`config.mk`:
```
export PLATFORM = sky130hd
export DESIGN_NAME = convertidor_bcd_secuencial_flat
export DESIGN_NICKNAME = d
export VERILOG_FILES = /design/src/rtl/convertidor_bcd_secuencial_if.sv /design/src/rtl/convertidor_bcd_secuencial.sv /design/src/flat_wrapper.sv
export SDC_FILE = /design/constraint.sdc
export NUM_CORES = 1
export LEC_CHECK = 0
export CAP_MARGIN = 30
export CORE_MARGIN = 1
export CORE_UTILIZATION = 25
export DETAILED_ROUTE_END_ITERATION = 16
export GPL_TIMING_DRIVEN = 1
export PLACE_DENSITY_LB_ADDON = 0.05
export SYNTH_ARGS = -nofsm -noshare
export SYNTH_HDL_FRONTEND = slang
export SYNTH_SLANG_ARGS = --single-unit
```
`constraint.sdc`:
```
create_clock -name clk -period 5.1 [get_ports clk]
set_input_delay 1.275 -clock clk [delete_from_list [all_inputs] [get_ports clk]]
set_output_delay 1.275 -clock clk [all_outputs]
set_load 0.02 [all_outputs]
```
`src/rtl/convertidor_bcd_secuencial_if.sv`:
```
// Start/done handshake bundle between the datapath and the BCD converter.
// The master side drives the request and the binary value; the slave side
// (the converter) returns busy, the completion pulse and the result.
interface convertidor_bcd_secuencial_if #(
  parameter int ANCHO   = 16,
  parameter int DIGITOS = 5
);
  logic                   inicio;
  logic [ANCHO-1:0]       dato;
  logic                   ocupado;
  logic                   listo;
  logic [4*DIGITOS-1:0]   decimal;
  logic                   negativo;

  modport master (
    output inicio,
    output dato,
    input  ocupado,
    input  listo,
    input  decimal,
    input  negativo
  );

  modport slave (
    input  inicio,
    input  dato,
    output ocupado,
    output listo,
    output decimal,
    output negativo
  );
endinterface

```
`src/rtl/convertidor_bcd_secuencial.sv`:
```
// Sequential binary-to-BCD converter (double dabble, one input bit per clock).
// A request accepted in REPOSO runs ANCHO shift/add-3 iterations; the final
// iteration loads the registered result and pulses listo for one cycle.
// Optional feature macro: CONVERTIDOR_BCD_SIGNO_EN -- treats dato as two's
// complement, converts its magnitude and reports the sign on negativo.
module convertidor_bcd_secuencial #(
  parameter int ANCHO   = 16,
  parameter int DIGITOS = 5
) (
  input  logic                          clk,
  input  logic                          rst_n,
  convertidor_bcd_secuencial_if.slave   bus
);

  localparam int BCD_W = 4 * DIGITOS;
  localparam int CNT_W = $clog2(ANCHO + 1);

  function automatic logic [63:0] pot10(input int n);
    logic [63:0] r;
    r = 64'd1;
    for (int k = 0; k < n; k++) r = r * 64'd10;
    return r;
  endfunction

  localparam logic [63:0] LIMITE_BCD = pot10(DIGITOS);
  localparam logic [63:0] MAX_BIN    = (64'd1 << ANCHO) - 64'd1;

  if (ANCHO < 4 || ANCHO > 32) begin : g_anchoInvalido
    $error("convertidor_bcd_secuencial: ANCHO must lie in 4..32");
  end

  if (LIMITE_BCD <= MAX_BIN) begin : g_digitosInsuficientes
    $error("convertidor_bcd_secuencial: DIGITOS too small for ANCHO");
  end

  typedef enum logic [1:0] {
    REPOSO    = 2'd0,
    CONVIERTE = 2'd1,
    FIN       = 2'd2
  } estado_t;

  estado_t                r_estado;
  estado_t                w_estadoSig;
  logic [BCD_W-1:0]       r_scratch;
  logic [ANCHO-1:0]       r_desp;
  logic [CNT_W-1:0]       r_cuenta;
  logic [BCD_W-1:0]       r_decimal;
  logic                   r_listo;
  logic [BCD_W-1:0]       w_ajustado;
  logic [BCD_W+ANCHO-1:0] w_conjunto;
  logic [ANCHO-1:0]       w_magnitud;
  logic                   w_ultima;

`ifdef CONVERTIDOR_BCD_SIGNO_EN
  logic r_signoPend;
  logic r_negativo;

  // The most negative value negates to itself, which read unsigned is exactly its magnitude.
  assign w_magnitud   = bus.dato[ANCHO-1] ? (~bus.dato + ANCHO'(1)) : bus.dato;
  assign bus.negativo = r_negativo;
`else
  assign w_magnitud   = bus.dato;
  assign bus.negativo = 1'b0;
`endif

  assign w_ultima    = (r_cuenta == CNT_W'(ANCHO - 1));
  assign w_conjunto  = {w_ajustado, r_desp} << 1;
  assign bus.ocupado = (r_estado != REPOSO);
  assign bus.listo   = r_listo;
  assign bus.decimal = r_decimal;

  // Add 3 to every scratch digit of 5 or more so the following shift carries correctly into the next digit.
  always_comb begin
    w_ajustado = r_scratch;
    for (int d = 0; d < DIGITOS; d++) begin
      if (r_scratch[4*d +: 4] >= 4'd5) w_ajustado[4*d +: 4] = r_scratch[4*d +: 4] + 4'd3;
    end
  end

  // State register of the request/convert/finish sequence.
  always_ff @(posedge clk or negedge rst_n) begin
    if (!rst_n) r_estado <= REPOSO;
    else        r_estado <= w_estadoSig;
  end

  // Next-state logic: accept only when idle, leave CONVIERTE on the last iteration.
  always_comb begin
    w_estadoSig = r_estado;
    case (r_estado)
      REPOSO:    if (bus.inicio) w_estadoSig = CONVIERTE;
      CONVIERTE: if (w_ultima)   w_estadoSig = FIN;
      FIN:       w_estadoSig = REPOSO;
      default:   w_estadoSig = REPOSO;
    endcase
  end

  // Datapath: load on acceptance, iterate in CONVIERTE, publish the result on the last iteration.
  always_ff @(posedge clk or negedge rst_n) begin
    if (!rst_n) begin
      r_scratch   <= '0;
      r_desp      <= '0;
      r_cuenta    <= '0;
      r_decimal   <= '0;
      r_listo     <= 1'b0;
`ifdef CONVERTIDOR_BCD_SIGNO_EN
      r_signoPend <= 1'b0;
      r_negativo  <= 1'b0;
`endif
    end else begin
      r_listo <= 1'b0;
      case (r_estado)
        REPOSO: begin
          if (bus.inicio) begin
            r_desp      <= w_magnitud;
            r_scratch   <= '0;
            r_cuenta    <= '0;
`ifdef CONVERTIDOR_BCD_SIGNO_EN
            r_signoPend <= bus.dato[ANCHO-1];
`endif
          end
        end
        CONVIERTE: begin
          r_scratch <= w_conjunto[BCD_W+ANCHO-1:ANCHO];
          r_desp    <= w_conjunto[ANCHO-1:0];
          r_cuenta  <= r_cuenta + CNT_W'(1);
          if (w_ultima) begin
            r_decimal  <= w_conjunto[BCD_W+ANCHO-1:ANCHO];
            r_listo    <= 1'b1;
`ifdef CONVERTIDOR_BCD_SIGNO_EN
            r_negativo <= r_signoPend;
`endif
          end
        end
        default: begin
        end
      endcase
    end
  end

endmodule

```
`src/flat_wrapper.sv`:
```
// flat-port wrapper written by rule: the top's interface ports become plain ports
module convertidor_bcd_secuencial_flat 
#(
  parameter int ANCHO   = 16,
  parameter int DIGITOS = 5
)
  (clk, rst_n, bus_inicio, bus_dato, bus_ocupado, bus_listo, bus_decimal, bus_negativo);
  convertidor_bcd_secuencial_if #(.ANCHO(ANCHO), .DIGITOS(DIGITOS)) bus_i ();
  input  logic clk;
  input  logic rst_n;
  input wire logic [$bits(bus_i.inicio)-1:0] bus_inicio;
  input wire logic [$bits(bus_i.dato)-1:0] bus_dato;
  output wire logic [$bits(bus_i.ocupado)-1:0] bus_ocupado;
  output wire logic [$bits(bus_i.listo)-1:0] bus_listo;
  output wire logic [$bits(bus_i.decimal)-1:0] bus_decimal;
  output wire logic [$bits(bus_i.negativo)-1:0] bus_negativo;
  assign bus_i.inicio = bus_inicio;
  assign bus_i.dato = bus_dato;
  assign bus_ocupado = bus_i.ocupado;
  assign bus_listo = bus_i.listo;
  assign bus_decimal = bus_i.decimal;
  assign bus_negativo = bus_i.negativo;
  convertidor_bcd_secuencial #(.ANCHO(ANCHO), .DIGITOS(DIGITOS)) u_core (.clk(clk), .rst_n(rst_n), .bus(bus_i));
endmodule
```
**Placed cells, one colour a class**

Fill, decap, tap and diode cells in grey.
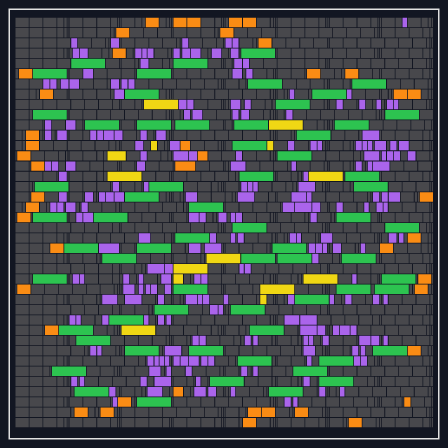
class	colour	cells
clock drivers and dummy loads	yellow	14
other buffers and delay cells	orange	44
all other logic	purple	236
flip-flops	green	64
post-route cell area: 3900 sq um
core area: 12,100 sq um
sequential share of cell area: 0.411

==> results.txt <==
Implementation numbers.

- The flow ran to the end, and the final reports show no timing, DRC or antenna violations.
- The worst slew margin relative to its limit reads 0.466.
- The measured slew at the worst slew-check pin reads about 0.80 ns.
- The number of violations reported at the end of detailed-routing iteration 0 is 153.
- The TritonCTS buffer count reads 9.
- The buffers plus inverters on the worst setup path is 1.
- Per the cell usage report, the commonest logic cells after layout are dfrtp_1, o21ai_0, clkdlybuf4s50_1, nand2_1, a21oi_1.
- The clock insertion delay at the later pin of the skew report reads 0.33 ns.
- The clock sink count reads 64.
- The cell with the most instances after synthesis is dfrtp_1.
- The worst setup path is of the reg -> out kind.
- The number of warnings printed during yosys synthesis is 0.
- The routability congestion estimate reads 0.681.
- In the post-route report, total wirelength is listed as roughly 7300 um.
- Of the total power, combinational logic draws 0.402.
- Across all layers, the routed design uses 2,345 vias.
- The final standard cell utilization of the core is 0.323.
- The routing usage on met2 is 0.196.
- The first-pass GRT wire length reads 12,200 um.
- Adding up every negative setup slack in the final design gives 0 ns.
- The critical path goes through or2_2, clkdlybuf4s50_1.
- The floorplan has 40 rows.
- The global-route layer with the greatest usage reads met2.
- STA classifies the critical path startpoint as a register.
- The data required time at the worst endpoint reads 3.83 ns.
- The minimum clock period is around 3.2 ns.
- Per the repair_timing log after CTS, setup buffers inserted total 0.
- The post-synthesis register bit count is 64.
- The height of the die reads ~110 um.
- The cell with the largest stage delay on the worst path is dfrtp_1.
- Dividing the synthesized area by the synthesized cell count gives 9.71 sq um.
- The endpoint of the worst setup timing path reads bus_ocupado.
- The sum of overflow across all layers after global routing reads 0.
- The aggregate global-route resource usage is 0.123.
- The simple-gate area share of the yosys netlist reads 0.144.
- The most common logic cell in the final layout is dfrtp_1.
- Across all hold checks on the routed design, the worst slack comes to roughly 0.48 ns.
- The average vias per placed instance reads approximately 4.5.
- The chip area from the yosys synthesis statistics is 3110 sq um.
**Wires at chosen ports, followed through buffers**

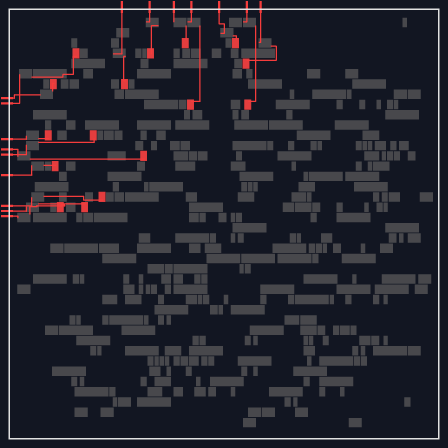
port	colour	bits	direction	edge	end cells	buffers	wire
`bus_dato`	red	16	input	9 left, 7 top	16	16	294 um

==> power by group through the flow <==
stage	clock [mW]	sequential, mW	combinational [mW]
after floorplan	0	0.933	0.619
after global placement	0	0.913	0.964
after detailed placement	0	0.911	0.991
after CTS	0.573	0.904	0.995
after global routing	0.597	0.938	1.10
final	0.549	0.899	0.972
==> registers in the layout (all words and copies together) (netlist names) <==
| register | count |
|---|---|
| u_core.r_scratch | 20 |
| u_core.r_cuenta | 5 |
| u_core.bus.listo | 1 |
| u_core.r_estado | 2 |
| u_core.bus.decimal | 20 |
| u_core.r_desp | 16 |
==> final cells by class <==
cell class	instances	area [sq um]
sequential	64	1600
clock buffer	10	239
inverter	13	48.8
clock inverter	4	22.5
timing repair buffer	44	433
fill	1260	8160
tap	168	210
multi-input combinational	223	1350
No activity file was given, so power comes from the tool's default toggle rates.
